[config.mk]
export PLATFORM = sky130hd
export DESIGN_NAME = semaforo_n
export DESIGN_NICKNAME = d
export VERILOG_FILES = /design/src/rtl/semaforo_pkg.sv /design/src/rtl/semaforo_contador.sv /design/src/rtl/semaforo_n.sv
export SDC_FILE = /design/constraint.sdc
export NUM_CORES = 1
export LEC_CHECK = 0
export ABC_AREA = 1
export CELL_PAD_IN_SITES_DETAIL_PLACEMENT = 0
export CELL_PAD_IN_SITES_GLOBAL_PLACEMENT = 2
export CORE_ASPECT_RATIO = 0.75
export CORE_MARGIN = 3
export CORE_UTILIZATION = 19
export DETAILED_ROUTE_END_ITERATION = 16
export PLACE_DENSITY = 0.75
export SYNTH_ARGS = -nofsm -noshare
export SYNTH_HDL_FRONTEND = slang
export SYNTH_SLANG_ARGS = --single-unit
[constraint.sdc]
create_clock -name clk -period 2.4 [get_ports clk]
set_clock_uncertainty 0.2 [all_clocks]
set_input_delay 0.6 -clock clk [delete_from_list [all_inputs] [get_ports clk]]
set_output_delay 0.6 -clock clk [all_outputs]
set_load 0.05 [all_outputs]
[src/rtl/semaforo_pkg.sv]
// Shared types and lamp codes for the N-approach traffic-light controller.
// Imported by semaforo_contador and semaforo_n.
package semaforo_pkg;

    typedef enum logic [1:0] {
        VERDE    = 2'd0,
        AMARELO  = 2'd1,
        VERMELHO = 2'd2,
        PEDESTRE = 2'd3
    } estado_t;

    localparam logic [2:0] LUZ_VERDE    = 3'b001;
    localparam logic [2:0] LUZ_AMARELO  = 3'b010;
    localparam logic [2:0] LUZ_VERMELHO = 3'b100;

endpackage

[src/rtl/semaforo_contador.sv]
// Phase counter: counts elapsed cycles in the current state and flags the last one.
// A zero duration is treated as one cycle.
module semaforo_contador #(
    parameter int W = 8
) (
    input  logic         clk,
    input  logic         rst,
    input  logic         clr,
    input  logic [W-1:0] d,
    output logic [W-1:0] cnt,
    output logic         fim
);

    logic [W-1:0] cnt_q, cnt_d;
    logic [W:0]   alvo;
    logic [W:0]   prox;

    // One extra bit so cnt+1 cannot wrap when compared against a full-scale duration
    always_comb begin
        alvo  = (d == '0) ? (W+1)'(1) : {1'b0, d};
        prox  = {1'b0, cnt_q} + (W+1)'(1);
        fim   = (prox >= alvo);
        cnt_d = clr ? '0 : cnt_q + W'(1);
    end

    always_ff @(posedge clk or negedge rst) begin
        if (!rst) begin
            cnt_q <= '0;
        end else begin
            cnt_q <= cnt_d;
        end
    end

    assign cnt = cnt_q;

endmodule

[src/rtl/semaforo_n.sv]
// Round-robin traffic-light controller for N_VIAS approaches with all-red clearance.
// Define SEMAFORO_PED_EN to build the latched pedestrian request and PEDESTRE phase.
module semaforo_n
    import semaforo_pkg::*;
#(
    parameter  int N_VIAS = 2,
    parameter  int W      = 8,
    localparam int IW     = $clog2(N_VIAS)
) (
    input  logic                  clk,
    input  logic                  rst,
    input  logic                  bt,
    input  logic [W-1:0]          t_verde,
    input  logic [W-1:0]          t_amarelo,
    input  logic [W-1:0]          t_vermelho,
    input  logic [W-1:0]          t_pedestre,
    output logic [3*N_VIAS-1:0]   luz,
    output logic                  ped,
    output logic [IW-1:0]         via
);

    estado_t      state_q, state_d;
    logic [IW-1:0] via_q, via_d, via_prox;
    logic [W-1:0] d_sel;
    logic [W-1:0] cnt;
    logic         fim;

`ifdef SEMAFORO_PED_EN
    logic pend_q, pend_d;
    logic ent_ped;
`else
    logic unused_ped_inputs;
    assign unused_ped_inputs = ^{bt, t_pedestre};
`endif

    // Every state exits on fim, so the counter clears on exactly those edges
    semaforo_contador #(.W(W)) u_cnt (
        .clk (clk),
        .rst (rst),
        .clr (fim),
        .d   (d_sel),
        .cnt (cnt),
        .fim (fim)
    );

    always_comb begin
        d_sel = t_verde;
        case (state_q)
            VERDE:    d_sel = t_verde;
            AMARELO:  d_sel = t_amarelo;
            VERMELHO: d_sel = t_vermelho;
`ifdef SEMAFORO_PED_EN
            default:  d_sel = t_pedestre;
`else
            default:  d_sel = t_vermelho;
`endif
        endcase
    end

    always_comb begin
        via_prox = (via_q == IW'(N_VIAS-1)) ? '0 : via_q + IW'(1);
        state_d  = state_q;
        via_d    = via_q;
`ifdef SEMAFORO_PED_EN
        ent_ped  = 1'b0;
`endif
        if (fim) begin
            case (state_q)
                VERDE:   state_d = AMARELO;
                AMARELO: state_d = VERMELHO;
                VERMELHO: begin
`ifdef SEMAFORO_PED_EN
                    if (pend_q) begin
                        state_d = PEDESTRE;
                        ent_ped = 1'b1;
                    end else begin
                        state_d = VERDE;
                        via_d   = via_prox;
                    end
`else
                    state_d = VERDE;
                    via_d   = via_prox;
`endif
                end
                default: begin
                    state_d = VERDE;
                    via_d   = via_prox;
                end
            endcase
        end
    end

`ifdef SEMAFORO_PED_EN
    // Entering PEDESTRE serves the request, even if bt is high on that same edge
    always_comb begin
        pend_d = ent_ped ? 1'b0 : (pend_q | bt);
    end

    always_ff @(posedge clk or negedge rst) begin
        if (!rst) begin
            pend_q <= 1'b0;
        end else begin
            pend_q <= pend_d;
        end
    end
`endif

    always_ff @(posedge clk or negedge rst) begin
        if (!rst) begin
            state_q <= VERDE;
            via_q   <= '0;
        end else begin
            state_q <= state_d;
            via_q   <= via_d;
        end
    end

    always_comb begin
        luz = '0;
        for (int k = 0; k < N_VIAS; k++) begin
            luz[3*k +: 3] = LUZ_VERMELHO;
            if (via_q == IW'(k)) begin
                if (state_q == VERDE) begin
                    luz[3*k +: 3] = LUZ_VERDE;
                end else if (state_q == AMARELO) begin
                    luz[3*k +: 3] = LUZ_AMARELO;
                end
            end
        end
`ifdef SEMAFORO_PED_EN
        ped = (state_q == PEDESTRE);
`else
        ped = 1'b0;
`endif
        via = via_q;
    end

endmodule

==> CHANGELOG.md <==
### Metrics

* Yosys reg bits at 11
* Avg WL per Cell at 10.7 um
* Init Core Util at about a fifth
* Worst Min Path Start: via
* Max incr delay on CP at 450 ps
* Post-Synthesis Cell Area at 947 sq um
* Mux share of post-synthesis cell area at 0%
* Synth area leaders: dfrtp_1 (29%), nand2_1 (14%), ha_1 (12%), inv_1 (7.5%), nor2_1 (5.2%)
* CP max FO at 7
* Die Size at roughly 5900 sq um
* Tally of filler cells in the layout at 498
* Root Buffer: clkbuf_8
* WP buf/inv at 4
* Final setup vio count at 11
* Number of cells on the critical path at 17
* Metal-1 WL at 1310 um
* Initial antenna violation count at 0
* Setup TNS at -466 ps
* Synth Instances at 131
* Synth Area per Inst at 7.23 sq um
* Iter 0 DRT Violations at 40
* Final hold violations at 0
* Max FFs per register at 8
* Register share after synthesis at 29.1%
* Run status: finished, violations left
* Final core occ at a little over a third
* Overall Power at ~2.3 mW
* MaxCap Viol Count at 0
* Worst Path Arrival at 2410 ps
* Failing checks: setup timing
* DRC at 0
* Cell Rows at 21
* Final GP Congestion at 0.764
* Setup crit start kind: input port
* Ports at 43
* Highest clock rate at 403 MHz
* Yosys stat cell total at around 130
* Yosys top cell by area: dfrtp_1
* Worst r2r dst: via
* First-pass GRT wire length at 4440 um
* Placed cell area at between 1500 and 2000 sq um
* Final ANT Viol Nets at 0
* Final setup margin at -83.8 ps
* Dominant comb cell: simple AND/OR/NAND/NOR gates
* Top Metal Used: met4
* Worst slew margin at 66.8%
* Yosys cell types at 29
* Slew Viols, Final at 0
* Worst slack at placement at -590 ps
* Drt pass-1 iters at 4
* R2R setup slack at -60 ps
* Crit path max-delay family: simple AND/OR/NAND/NOR gates
* VDD IR max at 0.721 mV
* Reg clk slew, reported paths at 50 ps
* GRT Max-Usage Layer: met2
* Vias in the first global route at 1000
* Critical Path RT at 2330 ps
* And+or+nand+nor area frac at 32.8%
* Crit path capture type: register
* CTS tree: done
* Commonest Layout Cell: nand2_1
* Met2 Use GR at 14.0%
* CP max-delay cell: clkdlybuf4s50_1
* Met3 GRT Util at 4.63%
* Critical path's most frequent cell: nand2_1
* Ant. Diodes at 0
* Via density at 4.07
## synth_stat cells
| cell type | n |
|---|---|
| a21oi_1 | 4 |
| a21oi_2 | 1 |
| a22o_1 | 1 |
| a31o_2 | 1 |
| a31oi_1 | 1 |
| and2_1 | 1 |
| buf_4 | 1 |
| buf_6 | 2 |
| conb_1 | 1 |
| dfrtp_1 | 11 |
| ha_1 | 9 |
| inv_1 | 19 |
| inv_2 | 3 |
| nand2_1 | 36 |
| nand2_2 | 2 |
| nand3_1 | 7 |
| nand3_2 | 1 |
| nand4_1 | 2 |
| nor2_1 | 13 |
| nor2_4 | 3 |
| nor3_2 | 1 |
| o21ai_0 | 1 |
| o21ai_1 | 1 |
| o21ai_2 | 1 |
| o21bai_2 | 1 |
| o221ai_1 | 1 |
| o22ai_1 | 1 |
| or2_2 | 1 |
| xor2_1 | 4 |
## power breakdown
part | internal [mW] | switching [mW]
combinational | 0.815 | 0.942
sequential | 0.270 | 0.0829
clock | 0.116 | 0.0674
## area by class of cell
| type | instances | area share (%) |
|---|---|---|
| clock buffer | 4 | 2.68 |
| inverter | 22 | 4.92 |
| multi-input combinational | 96 | 38.1 |
| sequential | 11 | 16.5 |
| tap | 57 | 4.25 |
| timing repair buffer | 57 | 33.5 |
## worst reg2reg max path, cell delays in order (launching register included)
cell and delay [ps]:
dfrtp_2 470, nor2_4 240, nand2_1 80, nand2_1 70
a21oi_2 40, and2_4 150, nand3_2 70, o21ai_2 50
ha_1 270, inv_1 30, nand2_1 60, nand3_2 70
nand3_2 80, nand2_1 50, nand2_1 60, nand2_2 80
nand2_4 120, nand2_2 60, nand2_1 50, nand2_1 50
## repair_timing
item	in CTS	in global routing
setup buffers	5	2
gates cloned	1	0
resized	20	11
pin swaps	17	11
setup endpoints to repair	11	13
Drive-strength map:
(6 px per um)
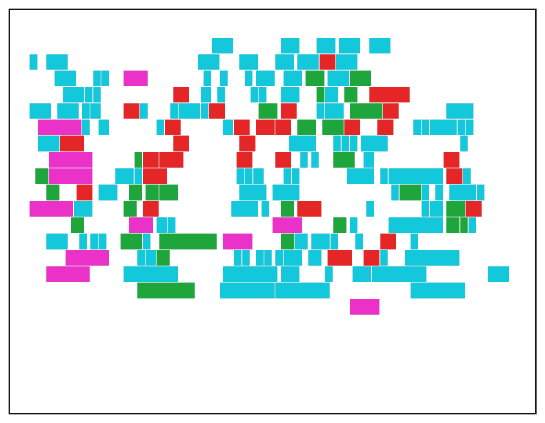
drive 2 -> green  # cells 28, share 15%
drive 1 or less -> cyan  # cells 121, share 64%
drive 3 to 4 -> red  # cells 30, share 16%
drive 6 and up -> magenta  # cells 11, share 5.8%
final setup margin: -83.8 ps
post-route cell area: 1680 sq um
Layout area overhead: 77.3%

Gate families picked out:
(6 px per um)
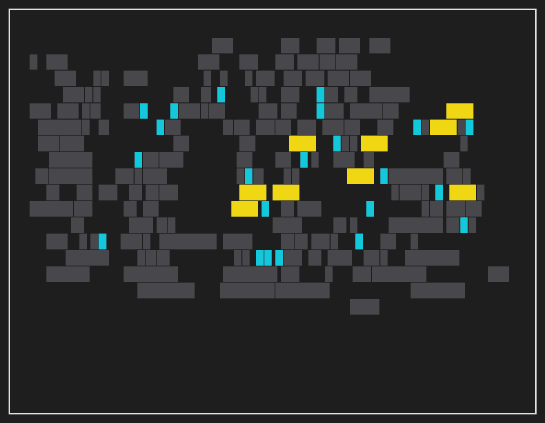
inverters -> cyan  # cells 22, most used inv_1
adder and majority cells -> yellow  # cells 9, most used ha_1

Power and IR drop assume default switching activity.
